==> run_1/layer_met2.png <==
Scale: 1.5 px per um. Cells faint in the background.
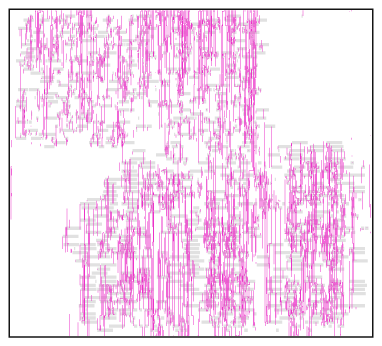
==> run_1/io_placement.png <==
Scale: 2 px per um. Pins as bars across the die edge, other pins in gray.
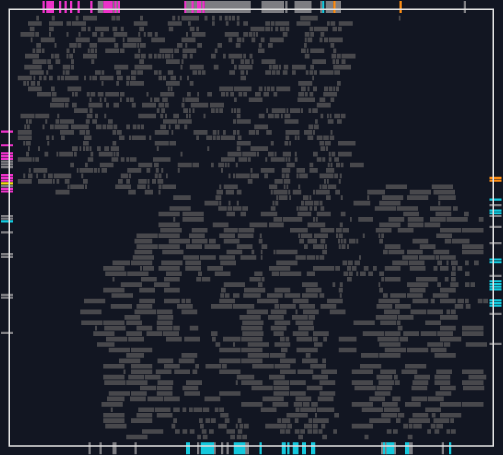
==> run_1/wires.png <==
Scale: 1.5 px per um. Two of the layers only.
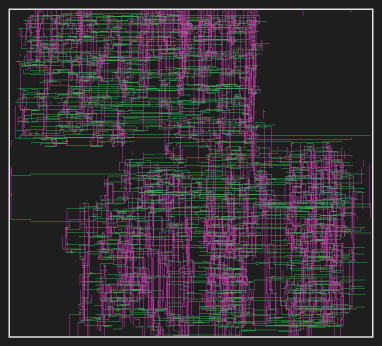
$ cat src/rtl/y86_fetch_queue_if.sv
// Fetch-queue bus bundle: ROM beat request/ack, decode valid/ready and pipeline redirect.
// master = fetch queue side, slave = ROM / decode / redirect source side.
interface y86_fetch_queue_if #(
  parameter int WORD_W      = 32,
  parameter int INST_BYTES  = 6,
  parameter int FETCH_BYTES = 4
);
  logic                     redirect_i;
  logic [WORD_W-1:0]        redirect_pc_i;
  logic                     rom_req_o;
  logic [WORD_W-1:0]        rom_addr_o;
  logic                     rom_ack_i;
  logic [8*FETCH_BYTES-1:0] rom_data_i;
  logic                     inst_valid_o;
  logic                     inst_ready_i;
  logic [8*INST_BYTES-1:0]  inst_o;
  logic [WORD_W-1:0]        inst_pc_o;
  logic [3:0]               inst_len_o;
  logic                     inst_err_o;

  modport master (
    input  redirect_i, redirect_pc_i, rom_ack_i, rom_data_i, inst_ready_i,
    output rom_req_o, rom_addr_o, inst_valid_o, inst_o, inst_pc_o, inst_len_o, inst_err_o
  );

  modport slave (
    output redirect_i, redirect_pc_i, rom_ack_i, rom_data_i, inst_ready_i,
    input  rom_req_o, rom_addr_o, inst_valid_o, inst_o, inst_pc_o, inst_len_o, inst_err_o
  );
endinterface

$ cat src/rtl/y86_fetch_queue.sv
// Y86 fetch front-end: ROM beats into a circular byte queue, whole instructions out to decode.
// Optional Y86_FETCH_PERF_EN adds saturating beat / starve counters.
//
// state | meaning
// IDLE  | no beat outstanding; issue when a full beat fits in the queue
// REQ   | beat outstanding; data lands at tail on ack
// DROP  | beat outstanding but stale after a redirect; data discarded on ack
module y86_fetch_queue #(
  parameter int                WORD_W      = 32,
  parameter int                INST_BYTES  = 6,
  parameter int                FETCH_BYTES = 4,
  parameter int                BUF_BYTES   = 16,
  parameter logic [WORD_W-1:0] RESET_PC    = '0
) (
  input  logic              clk,
  input  logic              rst,
  y86_fetch_queue_if.master bus
`ifdef Y86_FETCH_PERF_EN
  ,
  output logic [15:0]       perf_beats_o,
  output logic [15:0]       perf_starve_o
`endif
);
  localparam int PTR_W = $clog2(BUF_BYTES);
  localparam int CNT_W = PTR_W + 1;

  typedef enum logic [1:0] {S_IDLE, S_REQ, S_DROP} state_e;

  state_e            state_q;
  logic              rom_req_q;
  logic [WORD_W-1:0] rom_addr_q;
  logic [WORD_W-1:0] pc_q, pc_d;
  logic [WORD_W-1:0] fa_q, fa_d;
  logic [PTR_W-1:0]  head_q, head_d;
  logic [PTR_W-1:0]  tail_q, tail_d;
  logic [CNT_W-1:0]  count_q, count_d;
  logic [7:0]        buf_q [BUF_BYTES];

  logic [3:0] head_icode;
  logic [3:0] head_len;
  logic       head_err;
  logic       has_data, inst_valid, fire, ack_take, accept, space_ok;

  assign head_icode = buf_q[head_q][7:4];

  always_comb begin
    head_len = 4'd1;
    head_err = 1'b0;
    case (head_icode)
      4'h0, 4'h1, 4'h9:       head_len = 4'd1;
      4'h2, 4'h6, 4'hA, 4'hB: head_len = 4'd2;
      4'h7, 4'h8:             head_len = 4'd5;
      4'h3, 4'h4, 4'h5:       head_len = 4'd6;
      default: begin
        head_len = 4'd1;
        head_err = 1'b1;
      end
    endcase
  end

  assign has_data   = (count_q != '0);
  assign inst_valid = has_data && (count_q >= CNT_W'(head_len));
  assign fire       = inst_valid && bus.inst_ready_i;
  assign ack_take   = rom_req_q && bus.rom_ack_i;
  assign accept     = ack_take && (state_q == S_REQ) && !bus.redirect_i;
  assign space_ok   = (CNT_W'(BUF_BYTES) - count_q) >= CNT_W'(FETCH_BYTES);

  // Redirect wins over any fire/ack landing in the same cycle.
  always_comb begin
    head_d  = head_q;
    tail_d  = tail_q;
    pc_d    = pc_q;
    fa_d    = fa_q;
    count_d = count_q;
    if (bus.redirect_i) begin
      head_d  = '0;
      tail_d  = '0;
      pc_d    = bus.redirect_pc_i;
      fa_d    = bus.redirect_pc_i;
      count_d = '0;
    end else begin
      if (fire) begin
        head_d = head_q + PTR_W'(head_len);
        pc_d   = pc_q + WORD_W'(head_len);
      end
      if (accept) begin
        tail_d = tail_q + PTR_W'(FETCH_BYTES);
        fa_d   = fa_q + WORD_W'(FETCH_BYTES);
      end
      count_d = count_q + (accept ? CNT_W'(FETCH_BYTES) : CNT_W'(0))
                        - (fire ? CNT_W'(head_len) : CNT_W'(0));
    end
  end

  always_ff @(posedge clk) begin
    if (!rst) begin
      state_q    <= S_IDLE;
      rom_req_q  <= 1'b0;
      rom_addr_q <= RESET_PC;
      pc_q       <= RESET_PC;
      fa_q       <= RESET_PC;
      head_q     <= '0;
      tail_q     <= '0;
      count_q    <= '0;
    end else begin
      pc_q    <= pc_d;
      fa_q    <= fa_d;
      head_q  <= head_d;
      tail_q  <= tail_d;
      count_q <= count_d;
      case (state_q)
        S_IDLE: begin
          rom_addr_q <= fa_d;
          if (space_ok && !bus.redirect_i) begin
            state_q   <= S_REQ;
            rom_req_q <= 1'b1;
          end
        end
        S_REQ: begin
          if (bus.rom_ack_i) begin
            state_q    <= S_IDLE;
            rom_req_q  <= 1'b0;
            rom_addr_q <= fa_d;
          end else if (bus.redirect_i) begin
            state_q <= S_DROP;
          end
        end
        S_DROP: begin
          // Address stays on the abandoned beat until the ROM completes it.
          if (bus.rom_ack_i) begin
            state_q    <= S_IDLE;
            rom_req_q  <= 1'b0;
            rom_addr_q <= fa_d;
          end
        end
        default: begin
          state_q   <= S_IDLE;
          rom_req_q <= 1'b0;
        end
      endcase
    end
  end

  always_ff @(posedge clk) begin
    if (accept) begin
      for (int k = 0; k < FETCH_BYTES; k++) begin
        buf_q[tail_q + PTR_W'(k)] <= bus.rom_data_i[8*k +: 8];
      end
    end
  end

  always_comb begin
    bus.inst_o = '0;
    for (int k = 0; k < INST_BYTES; k++) begin
      if (inst_valid && (k < int'(head_len))) begin
        bus.inst_o[8*k +: 8] = buf_q[head_q + PTR_W'(k)];
      end
    end
  end

  assign bus.rom_req_o    = rom_req_q;
  assign bus.rom_addr_o   = rom_addr_q;
  assign bus.inst_valid_o = inst_valid;
  assign bus.inst_pc_o    = pc_q;
  assign bus.inst_len_o   = has_data ? head_len : 4'd0;
  assign bus.inst_err_o   = has_data && head_err;

`ifdef Y86_FETCH_PERF_EN
  logic [15:0] perf_beats_q, perf_starve_q;

  always_ff @(posedge clk) begin
    if (!rst) begin
      perf_beats_q  <= '0;
      perf_starve_q <= '0;
    end else begin
      if (ack_take && (perf_beats_q != 16'hFFFF)) begin
        perf_beats_q <= perf_beats_q + 16'd1;
      end
      if (bus.inst_ready_i && !inst_valid && (perf_starve_q != 16'hFFFF)) begin
        perf_starve_q <= perf_starve_q + 16'd1;
      end
    end
  end

  assign perf_beats_o  = perf_beats_q;
  assign perf_starve_o = perf_starve_q;
`endif
endmodule
$ cat src/flat_wrapper.sv
// flat-port wrapper written by rule: the top's interface ports become plain ports
module y86_fetch_queue_flat 
#(
  parameter int                WORD_W      = 32,
  parameter int                INST_BYTES  = 6,
  parameter int                FETCH_BYTES = 4,
  parameter int                BUF_BYTES   = 16,
  parameter logic [WORD_W-1:0] RESET_PC    = '0
)
  (clk, rst, bus_redirect_i, bus_redirect_pc_i, bus_rom_ack_i, bus_rom_data_i, bus_inst_ready_i, bus_rom_req_o, bus_rom_addr_o, bus_inst_valid_o, bus_inst_o, bus_inst_pc_o, bus_inst_len_o, bus_inst_err_o);
  y86_fetch_queue_if #(.WORD_W(WORD_W), .INST_BYTES(INST_BYTES), .FETCH_BYTES(FETCH_BYTES)) bus_i ();
  input  logic clk;
  input  logic rst;
  input wire logic [$bits(bus_i.redirect_i)-1:0] bus_redirect_i;
  input wire logic [$bits(bus_i.redirect_pc_i)-1:0] bus_redirect_pc_i;
  input wire logic [$bits(bus_i.rom_ack_i)-1:0] bus_rom_ack_i;
  input wire logic [$bits(bus_i.rom_data_i)-1:0] bus_rom_data_i;
  input wire logic [$bits(bus_i.inst_ready_i)-1:0] bus_inst_ready_i;
  output wire logic [$bits(bus_i.rom_req_o)-1:0] bus_rom_req_o;
  output wire logic [$bits(bus_i.rom_addr_o)-1:0] bus_rom_addr_o;
  output wire logic [$bits(bus_i.inst_valid_o)-1:0] bus_inst_valid_o;
  output wire logic [$bits(bus_i.inst_o)-1:0] bus_inst_o;
  output wire logic [$bits(bus_i.inst_pc_o)-1:0] bus_inst_pc_o;
  output wire logic [$bits(bus_i.inst_len_o)-1:0] bus_inst_len_o;
  output wire logic [$bits(bus_i.inst_err_o)-1:0] bus_inst_err_o;
  assign bus_i.redirect_i = bus_redirect_i;
  assign bus_i.redirect_pc_i = bus_redirect_pc_i;
  assign bus_i.rom_ack_i = bus_rom_ack_i;
  assign bus_i.rom_data_i = bus_rom_data_i;
  assign bus_i.inst_ready_i = bus_inst_ready_i;
  assign bus_rom_req_o = bus_i.rom_req_o;
  assign bus_rom_addr_o = bus_i.rom_addr_o;
  assign bus_inst_valid_o = bus_i.inst_valid_o;
  assign bus_inst_o = bus_i.inst_o;
  assign bus_inst_pc_o = bus_i.inst_pc_o;
  assign bus_inst_len_o = bus_i.inst_len_o;
  assign bus_inst_err_o = bus_i.inst_err_o;
  y86_fetch_queue #(.WORD_W(WORD_W), .INST_BYTES(INST_BYTES), .FETCH_BYTES(FETCH_BYTES), .BUF_BYTES(BUF_BYTES), .RESET_PC(RESET_PC)) u_core (.clk(clk), .rst(rst), .bus(bus_i));
endmodule
$ cat config.mk
export PLATFORM = sky130hd
export DESIGN_NAME = y86_fetch_queue_flat
export DESIGN_NICKNAME = d
export VERILOG_FILES = /design/src/rtl/y86_fetch_queue_if.sv /design/src/rtl/y86_fetch_queue.sv /design/src/flat_wrapper.sv
export SDC_FILE = /design/constraint.sdc
export NUM_CORES = 1
export LEC_CHECK = 0
export CORE_ASPECT_RATIO = 0.9
export CORE_MARGIN = 2
export CORE_UTILIZATION = 30
export CTS_CLUSTER_SIZE = 8
export DETAILED_ROUTE_END_ITERATION = 8
export DONT_BUFFER_PORTS = 1
export GPL_ROUTABILITY_DRIVEN = 0
export PLACE_DENSITY_LB_ADDON = 0.12
export SLEW_MARGIN = 20
export SYNTH_ARGS = -nofsm -noshare
export SYNTH_HDL_FRONTEND = slang
export SYNTH_SLANG_ARGS = --single-unit
$ cat constraint.sdc
create_clock -name clk -period 8.25 [get_ports clk]
set_clock_uncertainty 0.1 [all_clocks]
set_input_delay 2.475 -clock clk [delete_from_list [all_inputs] [get_ports clk]]
set_output_delay 2.475 -clock clk [all_outputs]
set_load 0.05 [all_outputs]
==> impl_metrics.csv, run 1 <==
group,metric,value,unit
layout,nets,1335,
logic_synthesis,yosysTopAreaCellShare,0.278,
layout,utilization,0.346,
layout,final_cell_area,17400,sq um
pwr,peakVddDrop,0.149,mV
outcome,outcome,"finished, final reports clean",
routing,top_layer_used,"met5",
global_route,grtUsageMet3,0.0453,
logic_synthesis,fa_ha_area_frac,0.0300,
critical_path,reg2reg_slack,2940,ps
layout,seqCellArea,6140,sq um
pwr,leakagePower,5.59,nW
global_route,grt_pass1_wl,72.1,mm
critical_path,worstReg2RegEnd,"u_core.count_q[3]",
routing,routed-wl-met2,21.9,mm
critical_path,worst-path-max-fanout,23,
routing,drt_iter0_markers,990,
logic_synthesis,ys_sh_mux,0.296,
logic_synthesis,synthFlopType,"edfxtp_1",
layout,drive_gt1_frac,0.272,
## Picture notes: layer_met2.png
1,128 nets have wire on it. The layer carries 21.9 mm of wire. The wires run mostly vertical. The layer holds 44% of the routed length. The longest straight run is 92.5 um.
Via Count: 11,000
M2 GR Usage: 0.271
final WL: 49.3 mm

## Picture notes: io_placement.png
Orange stands for bus_inst_len_o, pins 4, direction output, edge 2 east, 2 north. Yellow stands for bus_rom_ack_i, pins 1, direction input, edge west. Magenta stands for bus_rom_addr_o, pins 32, direction output, edge 22 north, 10 west. Cyan stands for bus_inst_o, pins 48, direction output, edge 34 south, 12 east, 1 west, 1 north.

## Picture notes: wires.png
Magenta stands for metal 2, wire length 21.9 mm. Green stands for metal 1, wire length 22.5 mm.
WL/cell: 25.6 um
Total GRT Usage: 0.186

run 1: sequential cells by signal (all words and copies together) (netlist names), named ones only:
signal	count
u_core.buf_q	128
u_core.bus.inst_pc_o	32
u_core.bus.rom_addr_o	32
u_core.fa_q	32
u_core.count_q	5
u_core.head_q	4
u_core.state_q	2
u_core.tail_q	2
u_core.bus.rom_req_o	1
run 1: power by group through the flow:
stage	Combinational [mW]	Clock, mW	Sequential (mW)
2_1_floorplan	0.442	0	1.64
3_3_place_gp	0.578	0	1.68
3_5_place_dp	0.583	0	1.68
4_1_cts	0.584	1.46	1.65
5_1_grt	0.632	1.50	1.66
6_report	0.576	1.41	1.65
==> run_1/placement.png <==
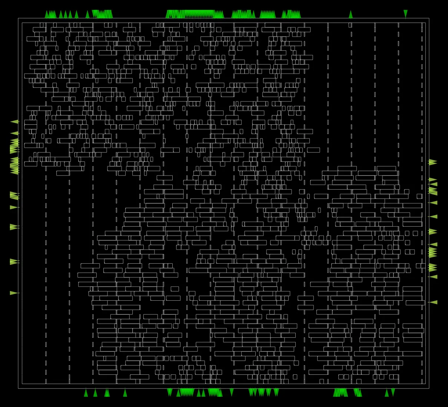

==> run 1 -> run 2 <==
--- a/config.mk
+++ b/config.mk
@@ -7,7 +7,7 @@
 export LEC_CHECK = 0
 export CORE_ASPECT_RATIO = 0.9
 export CORE_MARGIN = 2
-export CORE_UTILIZATION = 30
+export CORE_UTILIZATION = 60
 export CTS_CLUSTER_SIZE = 8
 export DETAILED_ROUTE_END_ITERATION = 8
 export DONT_BUFFER_PORTS = 1
==> run_2/placement.png <==
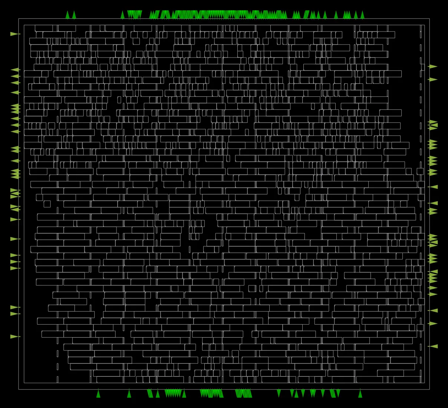
post-layout util: 0.674
Non-Filler Instances: 1,584

==> run_2/layer_met2.png <==
Scale: 2 px per um. Cells faint in the background.
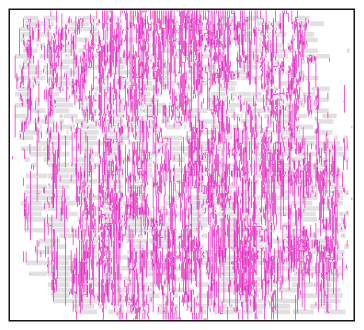
The layer holds 44% of the routed length. The layer carries 18,700 um of wire. The wires run mostly vertical.
final WL: 42.8 mm
Via Count: 11,400
M2 GR Usage: 0.456

==> impl_metrics.csv, run 2 <==
group,metric,value,unit
logic_synthesis,ys_sh_xor,0.0213,
routing,top_layer_used,"met5",
routing,routed-wl-met2,18.7,mm
logic_synthesis,fa_ha_area_frac,0.0300,
placed_design,port_buffers,0,
layout,drive_gt1_frac,0.270,
routing,wl_per_cell,27.0,um
logic_synthesis,synthFlopType,"edfxtp_1",
global_route,grt_util_met1,0.481,
pwr,peakVddDrop,0.182,mV
routing,route.met3.wl,5.53,mm
global_route,grt_pass1_wl,64.6,mm
layout,final_cell_area,16900,sq um
layout,area_delta_synth_final,11.1,%
clock_tree,holdBufCountCts,0,
routing,drt_iter0_markers,1612,
critical_path,critPathMostFrequentCell,"buf_4",
pwr,powerClk,1.36,mW
min_path,hold_path.class,"reg -> reg",
pwr,p_seq,1.65,mW
layout,largest_register_ffs,128,
floorplanning,fp_util,0.607,
pwr,p_clk_frac,0.380,
logic_synthesis,ys_sh_mux,0.296,
critical_path,crit_type,"reg -> out",
logic_synthesis,ys.warnings.count,0,
pwr,comb_cell_power,567,uW
logic_synthesis,yosysTopAreaCellShare,0.278,
logic_synthesis,synth_cells,1213,
layout,largest_register,"u_core.buf_q",
sta,drv_slew,0,
logic_synthesis,postSynthSeqShare,0.403,
global_route,grtUsageTotal,0.323,
logic_synthesis,synthTopCellsByArea,"mux4_2 (28%), edfxtp_1 (25%), dfxtp_1 (15%)",
layout,nets,1329,
logic_synthesis,simple_gate_share,0.121,
placed_design,dpl_cell_area,15800,sq um
pwr,power-top-group,"sequential cells",
pwr,leakagePower,5.54,nW
clock_tree,ctsResizeCount,1,
global_route,grtUsageMet3,0.0929,
outcome,outcome,"finished, final reports clean",
pwr,p_sw_frac,0.330,
placed_design,dp_slack,276,ps
placed_design,dp_hpwl,30.0,mm
pwr,combPwrFrac,0.159,
critical_path,worst-path-max-fanout,13,
pwr,p_sw,1.18,mW
-- run 2: cell count changes in the layout (fill, tap and decap cells not counted), sizes merged --
cell and change:
buf -5, bufinv +1, clkbuf -2, clkinv -1, diode +1
-- run 2: area by class of cell --
type / count / area [sq um]
diodes: 1 / 2.50
clock buffers: 48 / 946
fillers: 1844 / 8160
clock inverters: 5 / 78.8
well taps: 342 / 428
multi-input cells: 845 / 8650
repair buffers: 66 / 508
inverters: 35 / 135
flip-flops and latches: 242 / 6140
-- run 2: worst paths after layout --
kind	endpoint	slack [ps]	cells past startpoint
worst max-delay path	bus_inst_o[43]	250	17
worst min-delay path	u_core.state_q[0]	380	2
worst max register to register	u_core.count_q[4]	2780	18
worst min register to register	u_core.state_q[0]	380	2
==> run_2/io_placement.png <==
Scale: 3 px per um. Pins as bars across the die edge, other pins in gray.
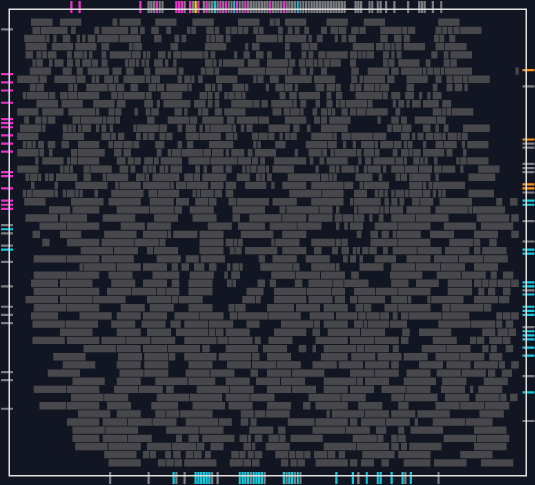

==> run 2 -> run 3 <==
--- a/config.mk
+++ b/config.mk
@@ -13,6 +13,7 @@
 export DONT_BUFFER_PORTS = 1
 export GPL_ROUTABILITY_DRIVEN = 0
 export PLACE_DENSITY_LB_ADDON = 0.12
+export RECOVER_POWER = 50
 export SLEW_MARGIN = 20
 export SYNTH_ARGS = -nofsm -noshare
 export SYNTH_HDL_FRONTEND = slang
==> run_3/io_placement.png <==
Scale: 3 px per um. Pins as bars across the die edge, other pins in gray.
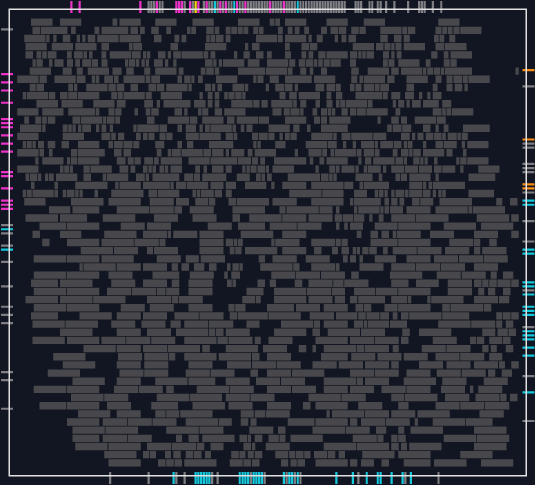
Orange stands for bus_inst_len_o, pins 4, direction output, edge east. Yellow stands for bus_rom_ack_i, pins 1, direction input, edge north. Cyan stands for bus_inst_o, pins 48, direction output, edge 27 south, 16 east, 3 north, 2 west. Magenta stands for bus_rom_addr_o, pins 32, direction output, edge 16 north, 16 west.

==> impl_metrics.csv, run 3 <==
group,metric,value,unit
layout,final_cell_area,16900,sq um
global_route,grt_util_met2,0.456,
placed_design,dpl_cell_area,15800,sq um
logic_synthesis,ys_sh_mux,0.296,
logic_synthesis,fa_ha_area_frac,0.0300,
pwr,powerClk,1.36,mW
critical_path,crit_end,"bus_inst_o[43]",
global_route,grtUsageMet3,0.0929,
routing,drt_iter0_markers,1633,
critical_path,reg2reg_slack,2770,ps
flow_run,drv_cap,2,
logic_synthesis,ys.warnings.count,0,
layout,seqCellArea,6140,sq um
sta,drv_slew,66,
pwr,peakVddDrop,0.182,mV
min_path,hold_path.class,"reg -> reg",
routing,route.met3.wl,5.51,mm
logic_synthesis,simple_gate_share,0.121,
outcome,outcome,"finished with violations",
logic_synthesis,synthTopCellsByArea,"mux4_2 (28%), edfxtp_1 (25%), dfxtp_1 (15%)",
layout,fin_cells,1584,
pwr,p_sw_frac,0.330,
critical_path,worst-path-max-fanout,13,
placed_design,port_buffers,0,
layout,fillCellCount,1844,
floorplanning,fp_util,0.607,
outcome,violations,"capacitance limit, slew limit",
layout,largest_register,"u_core.buf_q",
critical_path,critPathMostFrequentCell,"buf_4",
min_path,holdPathStages,2,
==> run_3/layer_met2.png <==
Scale: 2 px per um. Cells faint in the background.
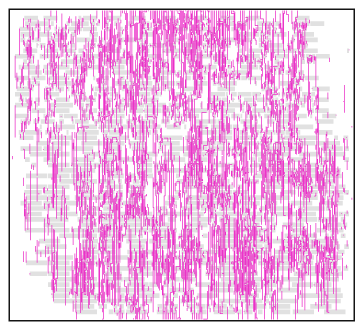
1,155 nets have wire on it. The longest straight run is 54.1 um.
final WL: 42.7 mm
Via Count: 11,400

-- run 3: netlist changes by cell type in the layout (fill, tap and decap cells not counted) --
cell	before	now
and2_0	0	5
and2_1	14	11
and2_2	4	2
buf_4	65	64
clkbuf_1	12	13
mux2_1	0	1
mux2_2	5	4
-- run 3: cell type report --
cell class	count	area share
well taps	342	0.0253
flip-flops and latches	242	0.363
clock buffers	48	0.0560
multi-input cells	845	0.512
clock inverters	5	0.00467
repair buffers	66	0.0299
diodes	1	0.000148
inverters	35	0.00800
-- run 3: through the flow --
step | setup slack, ps | power [mW] | utilization
after global routing | 52.6 | 3.68 | 0.674
final | 240 | 3.57 | 0.674
after global placement | 522 | 2.21 | 0.632
after detailed placement | 276 | 2.23 | 0.632
after floorplan | 688 | 2.08 | -
after CTS | 70.7 | 3.58 | 0.674
Power figures rest on the tool's default switching activity, not on a simulated workload.
